Figure 1. Placed standard cells (run 1).
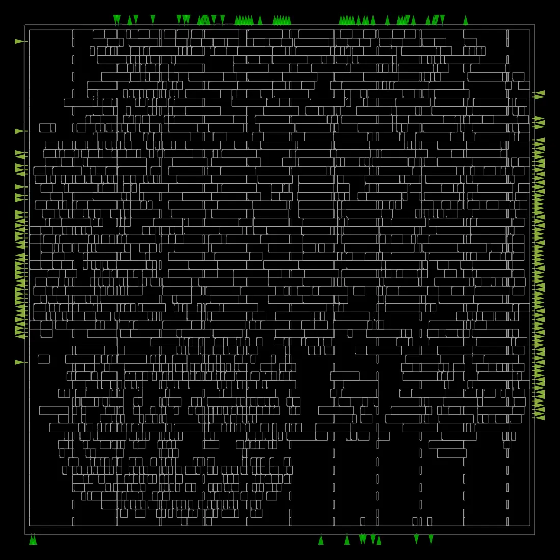
Figure 2. Wiring by layer (run 1).
The bar under the picture is 50 µm long.
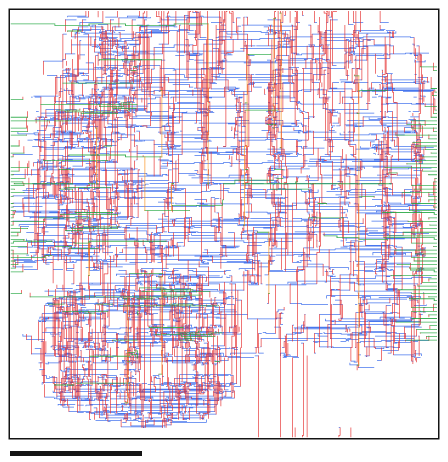
Figure 3. Ports around the boundary (run 1).
Pins as bars across the die edge, other pins in gray.
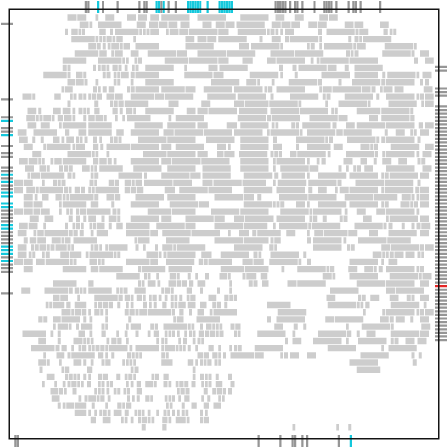
`src/rtl/fetch_stage_if.sv`:
```
// Instruction-memory request/response channel between fetch_stage (master) and imem (slave).
// Request: a transfer happens on a rising edge where imem_req_valid && imem_req_ready; addr is held while valid && !ready.
interface fetch_stage_if #(
  parameter int DPW = 32
);
  logic           imem_req_valid;
  logic           imem_req_ready;
  logic [DPW-1:0] imem_req_addr;
  logic           imem_rsp_valid;
  logic [DPW-1:0] imem_rsp_data;

  modport master (
    output imem_req_valid,
    output imem_req_addr,
    input  imem_req_ready,
    input  imem_rsp_valid,
    input  imem_rsp_data
  );

  modport slave (
    input  imem_req_valid,
    input  imem_req_addr,
    output imem_req_ready,
    output imem_rsp_valid,
    output imem_rsp_data
  );
endinterface

```
`src/rtl/fetch_stage.sv`:
```
// Fetch stage: issues in-order imem requests, buffers {pc, instr} in a small queue for decode.
// Optional macro FETCH_PERF_EN adds saturating bubble/drop performance counters.
module fetch_stage #(
  parameter int             DPW       = 32,
  parameter logic [DPW-1:0] RESET_PC  = '0,
  parameter int             DEPTH     = 2,
  parameter logic [DPW-1:0] NOP_INSTR = 32'h0000_0013
) (
  input  logic           clk,
  input  logic           rst,
  input  logic           stallF,
  input  logic           redirect,
  input  logic [DPW-1:0] redirect_pc,
  fetch_stage_if.master  imem,
  output logic [DPW-1:0] instrF,
  output logic [DPW-1:0] pcF,
  output logic           validF
`ifdef FETCH_PERF_EN
  ,
  output logic [31:0]    perf_bubble_cnt,
  output logic [31:0]    perf_drop_cnt
`endif
);

  localparam int             AW      = $clog2(DEPTH);
  localparam int             CW      = AW + 1;
  // Wide enough for every response still in flight across any burst of redirects.
  localparam int             DCW     = 16;
  localparam logic [CW:0]    DEPTH_C = (CW+1)'(DEPTH);

  // Instruction queue
  logic [DPW-1:0] q_pc    [DEPTH];
  logic [DPW-1:0] q_instr [DEPTH];
  logic [AW-1:0]  q_rd;
  logic [AW-1:0]  q_wr;
  logic [CW-1:0]  q_cnt;

  // PC tags of live (non-dropped) requests still awaiting a response
  logic [DPW-1:0] t_pc [DEPTH];
  logic [AW-1:0]  t_rd;
  logic [AW-1:0]  t_wr;
  logic [CW-1:0]  outstanding;

  logic [DPW-1:0] fetch_pc;
  logic [DCW-1:0] drop_cnt;

  logic [CW:0]    busy_sum;
  logic           req_valid_c;
  logic           accept;
  logic           rsp_keep;
  logic           rsp_drop;
  logic           pop;
  logic [DCW-1:0] drop_total;
  logic [DCW-1:0] drop_after_redirect;
  logic [DPW-1:0] redirect_target;

  always_comb begin
    busy_sum            = {1'b0, q_cnt} + {1'b0, outstanding};
    req_valid_c         = !rst && !redirect && (busy_sum < DEPTH_C);
    accept              = req_valid_c && imem.imem_req_ready;
    rsp_keep            = imem.imem_rsp_valid && !redirect && (drop_cnt == '0);
    rsp_drop            = imem.imem_rsp_valid && (redirect || (drop_cnt != '0));
    validF              = (q_cnt != '0);
    pop                 = validF && !stallF && !redirect;
    drop_total          = drop_cnt + DCW'(outstanding);
    drop_after_redirect = (imem.imem_rsp_valid && (drop_total != '0)) ?
                          drop_total - DCW'(1) : drop_total;
    redirect_target     = redirect_pc & ~(DPW'(3));
    instrF              = validF ? q_instr[q_rd] : NOP_INSTR;
    pcF                 = validF ? q_pc[q_rd] : '0;
  end

  assign imem.imem_req_valid = req_valid_c;
  assign imem.imem_req_addr  = fetch_pc;

  always_ff @(posedge clk or posedge rst) begin
    if (rst) begin
      fetch_pc    <= RESET_PC;
      q_rd        <= '0;
      q_wr        <= '0;
      q_cnt       <= '0;
      t_rd        <= '0;
      t_wr        <= '0;
      outstanding <= '0;
      drop_cnt    <= '0;
    end else if (redirect) begin
      // Everything in flight becomes stale; the queue and tag FIFO restart empty.
      fetch_pc    <= redirect_target;
      q_rd        <= '0;
      q_wr        <= '0;
      q_cnt       <= '0;
      t_rd        <= '0;
      t_wr        <= '0;
      outstanding <= '0;
      drop_cnt    <= drop_after_redirect;
    end else begin
      if (accept) begin
        fetch_pc <= fetch_pc + DPW'(4);
        t_wr     <= t_wr + AW'(1);
      end
      if (rsp_keep) begin
        q_wr <= q_wr + AW'(1);
        t_rd <= t_rd + AW'(1);
      end
      if (pop) begin
        q_rd <= q_rd + AW'(1);
      end
      q_cnt       <= q_cnt + CW'(rsp_keep) - CW'(pop);
      outstanding <= outstanding + CW'(accept) - CW'(rsp_keep);
      if (rsp_drop) begin
        drop_cnt <= drop_cnt - DCW'(1);
      end
    end
  end

  // Payload storage needs no reset: occupancy is tracked by the counters above.
  always_ff @(posedge clk) begin
    if (accept) begin
      t_pc[t_wr] <= fetch_pc;
    end
    if (rsp_keep) begin
      q_pc[q_wr]    <= t_pc[t_rd];
      q_instr[q_wr] <= imem.imem_rsp_data;
    end
  end

`ifdef FETCH_PERF_EN
  always_ff @(posedge clk or posedge rst) begin
    if (rst) begin
      perf_bubble_cnt <= '0;
      perf_drop_cnt   <= '0;
    end else begin
      if (!validF && !stallF && !redirect && (perf_bubble_cnt != '1)) begin
        perf_bubble_cnt <= perf_bubble_cnt + 32'd1;
      end
      if (rsp_drop && (perf_drop_cnt != '1)) begin
        perf_drop_cnt <= perf_drop_cnt + 32'd1;
      end
    end
  end
`endif

endmodule

```
`src/flat_wrapper.sv`:
```
// flat-port wrapper written by rule: the top's interface ports become plain ports
module fetch_stage_flat 
#(
  parameter int             DPW       = 32,
  parameter logic [DPW-1:0] RESET_PC  = '0,
  parameter int             DEPTH     = 2,
  parameter logic [DPW-1:0] NOP_INSTR = 32'h0000_0013
)
  (clk, rst, stallF, redirect, redirect_pc, instrF, pcF, validF, imem_imem_req_valid, imem_imem_req_addr, imem_imem_req_ready, imem_imem_rsp_valid, imem_imem_rsp_data);
  fetch_stage_if #(.DPW(DPW)) imem_i ();
  input  logic clk;
  input  logic rst;
  input  logic stallF;
  input  logic redirect;
  input  logic [DPW-1:0] redirect_pc;
  output logic [DPW-1:0] instrF;
  output logic [DPW-1:0] pcF;
  output logic validF;
  output wire logic [$bits(imem_i.imem_req_valid)-1:0] imem_imem_req_valid;
  output wire logic [$bits(imem_i.imem_req_addr)-1:0] imem_imem_req_addr;
  input wire logic [$bits(imem_i.imem_req_ready)-1:0] imem_imem_req_ready;
  input wire logic [$bits(imem_i.imem_rsp_valid)-1:0] imem_imem_rsp_valid;
  input wire logic [$bits(imem_i.imem_rsp_data)-1:0] imem_imem_rsp_data;
  assign imem_imem_req_valid = imem_i.imem_req_valid;
  assign imem_imem_req_addr = imem_i.imem_req_addr;
  assign imem_i.imem_req_ready = imem_imem_req_ready;
  assign imem_i.imem_rsp_valid = imem_imem_rsp_valid;
  assign imem_i.imem_rsp_data = imem_imem_rsp_data;
  fetch_stage #(.DPW(DPW), .RESET_PC(RESET_PC), .DEPTH(DEPTH), .NOP_INSTR(NOP_INSTR)) u_core (.clk(clk), .rst(rst), .stallF(stallF), .redirect(redirect), .redirect_pc(redirect_pc), .imem(imem_i), .instrF(instrF), .pcF(pcF), .validF(validF));
endmodule
```
`config.mk`:
```
export PLATFORM = sky130hd
export DESIGN_NAME = fetch_stage_flat
export DESIGN_NICKNAME = d
export VERILOG_FILES = /design/src/rtl/fetch_stage_if.sv /design/src/rtl/fetch_stage.sv /design/src/flat_wrapper.sv
export SDC_FILE = /design/constraint.sdc
export NUM_CORES = 1
export LEC_CHECK = 0
export ABC_AREA = 1
export CAP_MARGIN = 20
export CORE_MARGIN = 1
export CORE_UTILIZATION = 45
export CTS_CLUSTER_SIZE = 20
export DETAILED_ROUTE_END_ITERATION = 7
export PLACE_DENSITY = 0.67
export SYNTH_ARGS = -nofsm -noshare
export SYNTH_HDL_FRONTEND = slang
export SYNTH_SLANG_ARGS = --single-unit
```
`constraint.sdc`:
```
create_clock -name clk -period 6.1 [get_ports clk]
set_input_delay 1.83 -clock clk [delete_from_list [all_inputs] [get_ports clk]]
set_output_delay 1.83 -clock clk [all_outputs]
set_load 0.02 [all_outputs]
```
==> impl_metrics.tcl, run 1 <==
# flow metrics
set metrics [dict create \
    drc 0 \
    grt_pass1_vias 8013 \
    power_density_nw_per_um2 272.8 \
    via_per_inst 5.181 \
    top_logic_kind "simple AND/OR/NAND/NOR gates" \
    top_area_frac 0.4798 \
    cap_violations 0 \
    syn-cell-area_um2 11510 \
    hp-class "reg -> reg" \
    sh_comb_area 0.2863 \
    ctsHtreeMaxLevel 1 \
    lay_top_count "nand2_1" \
    combGateArea_um2 4055 \
    status "finished clean" \
    regMostFlops "u_core.q_instr" \
    cts_hold_buf 0 \
    p_clk_frac 0.361 \
    syn_area_per_cell_um2 9.970 \
    ys_area_um2 11510 \
    power_combinational_w 0.000553 \
    seq_share 0.4856 \
    lay_top_cells "338 x nand2_1, 184 x edfxtp_1, 160 x clkdlybuf4s50_1" \
    powerClk_w 0.00139 \
    ys_cells 1155 \
    fp_util 0.4586 \
    required_ns 4.27 \
]
-- Figure 1 (at the start) --
Well Taps: 330
fin cells: 1655
Fillers: 2201

-- Figure 2 (at the start) --
Key: green = met3 [wire length 1810 µm]; orange = met4 [wire length 516 µm]; blue = met1 [wire length 12700 µm]; red = met2 [wire length 11700 µm]
DRT Wirelength: 26820 µm
Vias: 8574
wire length per cell: 16.21 µm
total track usage: 0.2054

-- Figure 3 (at the start) --
Key: red = stallF [pins 1, direction input, edge right]; cyan = imem_imem_req_addr [pins 32, direction output, edge 17 top, 14 left, 1 bottom]

[run 1: cells in the mapped netlist (5+ instances only)]
master,count
a21oi_1,65
nand2_1,338
nand4_1,25
buf_2,5
nand3_1,64
nor4_1,7
mux2_2,30
a21oi_2,5
o211ai_1,15
inv_1,90
nand2_2,9
ha_1,10
nor2_1,73
clkbuf_1,31
xnor2_1,5
buf_4,7
o21ai_1,9
nor2_2,8
o21ai_0,24
inv_2,7
xor2_1,35
dfrtp_1,54
edfxtp_1,184
nor3_1,13
[run 1: final timing paths]
check,endpoint,start,cells past startpoint,slack [ns]
setup / recovery,imem_imem_req_valid,rst,5,1.21
hold / removal,u_core.t_pc[0][26]$_DFFE_PP_,u_core.imem.imem_req_addr[26]$_DFFE_PP0N_,0,0.54
setup reg to reg,u_core.drop_cnt[6]$_DFFE_PP0P_,u_core.outstanding[0]$_DFF_PP0_,17,2.73
hold reg to reg,u_core.t_pc[0][26]$_DFFE_PP_,u_core.imem.imem_req_addr[26]$_DFFE_PP0N_,0,0.54
max in group asynchronous,u_core.q_rd$_DFFE_PP0P_,rst,3,3.72
min in group asynchronous,u_core.imem.imem_req_addr[2]$_DFFE_PP0N_,rst,3,1.88
[run 1: worst max-delay path: stages]
cell and delay [ns]:
clkdlybuf4s50_1 0.41, inv_2 0.07, nand3_1 0.07, inv_1 0.08, clkdlybuf4s50_1 0.60
[run 1: stage by stage]
stage,area (µm²),total power [W],std cells
global placement,13410,0.002490,1610
CTS,14160,0.003895,1655
detailed placement,13410,0.002497,1610
global route,14160,0.004034,1655
finish,14160,0.003864,1655
floorplan,11530,0.002299,1158
[run 1: routing by layer]
metal	global-route usage	wire (µm)
met4	0.04803	516
met3	0.03039	1814
met2	0.3110	11740
met5	0	0
met1	0.3105	12750
Figure 4. Routed clock nets over the placement (run 1).
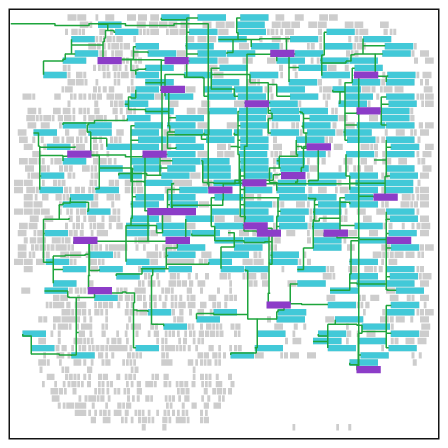

==> run 1 -> run 2 <==
clock period = 5.1 ns   (was 6.1 ns; I/O delays follow)
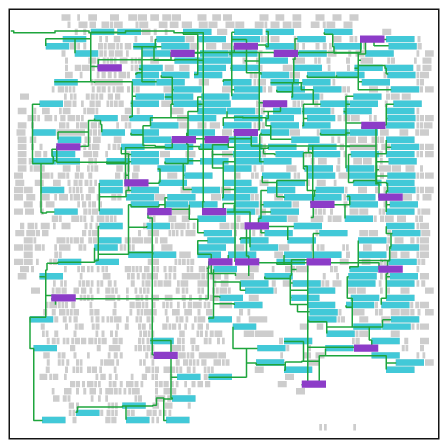
Figure 5: run 2, routed clock nets over the placement.
Key: cyan = flip-flops [count 238]; purple = cells driving clock nets [count 25]; green = clock wires [length 2780 µm]
There are 26 routed clock nets. Position of the flops: spread over the die.

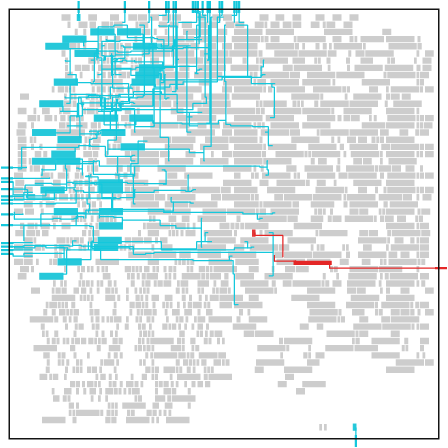
Figure 6: run 2, nets reached from selected ports.
Key: red = stallF [bits 1, direction input, edge right, end cells 1, buffers 1, wire 86.1 µm]; cyan = imem_imem_req_addr [bits 32, direction output, edge 18 top, 13 left, 1 bottom, end cells 32, buffers 30, wire 3160 µm]
count of input and output buffers: 161
num ports: 168

==> run 2 against run 1 <==
  * Utilization rose by 0.75 points
  * Clock-buffer cell count rose by 5
  * Wire length grew 3.1%
  * Highest routed layer is now met5
  * Largest power group unchanged
  * Final cell count is 0.18% higher
  * Synthesized cell count unchanged
  * Power rose by 26%
  * Worst hold slack improved by 0.017 ns
  * Critical path type unchanged
==> impl_metrics.tcl, run 2 <==
# flow metrics
set metrics [dict create \
    cp_slowest_cell "clkdlybuf4s50_1" \
    grt_pass1_vias 8239 \
    via_per_inst 5.259 \
    p_total_w 0.004887 \
    required_ns 3.57 \
    cts_hold_buf 0 \
    vias 8720 \
    syn_area_per_cell_um2 9.970 \
    hp-class "reg -> reg" \
    ys_cells 1155 \
    drc 0 \
    status "finished clean" \
    crit_path_max_incr_delay_ns 0.60 \
    cp_common_cell "clkdlybuf4s50_1" \
    grt_usage 0.2103 \
    wl_per_cell_um 16.68 \
    crit_start "rst" \
    lay_top_cells "338 x nand2_1, 184 x edfxtp_1, 160 x clkdlybuf4s50_1" \
    reg2reg_from "u_core.drop_cnt[0]$_DFFE_PP0P_" \
    rr_endpoint "u_core.drop_cnt[12]$_DFFE_PP0P_" \
    top_area_frac 0.4798 \
    min_from "u_core.t_pc[0][5]$_DFFE_PP_" \
    lay_top_count "nand2_1" \
    reg2reg_slack_ns 1.64 \
    combGateArea_um2 4055 \
    top_cells_by_count "338 x nand2_1, 184 x edfxtp_1, 90 x inv_1" \
    regMostFlops "u_core.q_instr" \
    routed_wl_um 27660 \
    ctsHtreeMaxLevel 1 \
    hold_depth 1 \
    dp_cells 1612 \
    ys_area_um2 11510 \
]
-- run 2: netlist changes by cell type in the layout (fill, tap and decap cells not counted), sizes merged --
cell    delta
buf        +2
bufinv     +2
clkbuf     +5
clkinv     -6
-- run 2: cell type report --
class | instances | area share
clock buffer | 37 | 0.05300
clock inverter | 9 | 0.009851
inverter | 98 | 0.02563
multi-input combinational | 771 | 0.2825
sequential | 238 | 0.4792
tap | 330 | 0.02877
timing repair buffer | 175 | 0.1210
-- run 2: power by group --
part / switching, W / internal (W) / leakage, nW / total [W]
clock network: 0.000743 / 0.00119 / 0.445 / 0.00193
logic: 0.000403 / 0.000255 / 2.75 / 0.000658
registers: 0.000129 / 0.00217 / 2.32 / 0.00230
-- run 2: layer usage --
metal	global-route usage	part of all wire	wire, µm	up-vias
li1	-	-	-	4215
met1	0.3037	0.46	12630	4156
met2	0.3311	0.45	12560	306
met3	0.03473	0.071	1957	41
met4	0.05146	0.018	497	2
met5	0	0.00043	12	-
-- run 2: per-stage QoR --
step	utilization	hold slack, ns	area (µm²)
after floorplan	-	0.4845	11530
after global placement	0.5357	0.5413	13450
after detailed placement	0.5357	0.5455	13450
after CTS	0.5716	0.5605	14350
after global routing	0.5716	0.5748	14350
final	0.5716	0.5588	14350
-- run 2: cells by family after synthesis --
| family | after synthesis | synth area share |
|---|---|---|
| AND-OR/OR-AND | 137 | 0.06932 |
| XOR/XNOR | 40 | 0.03042 |
| adder cells (fa/ha/maj) | 12 | 0.01434 |
| buffers and inverters | 149 | 0.05400 |
| flip-flops | 238 | 0.5972 |
| multiplexers | 30 | 0.02934 |
| other | 1 | 0.0003257 |
| AND/OR/NAND/NOR | 548 | 0.2050 |
Power and IR drop assume default switching activity.
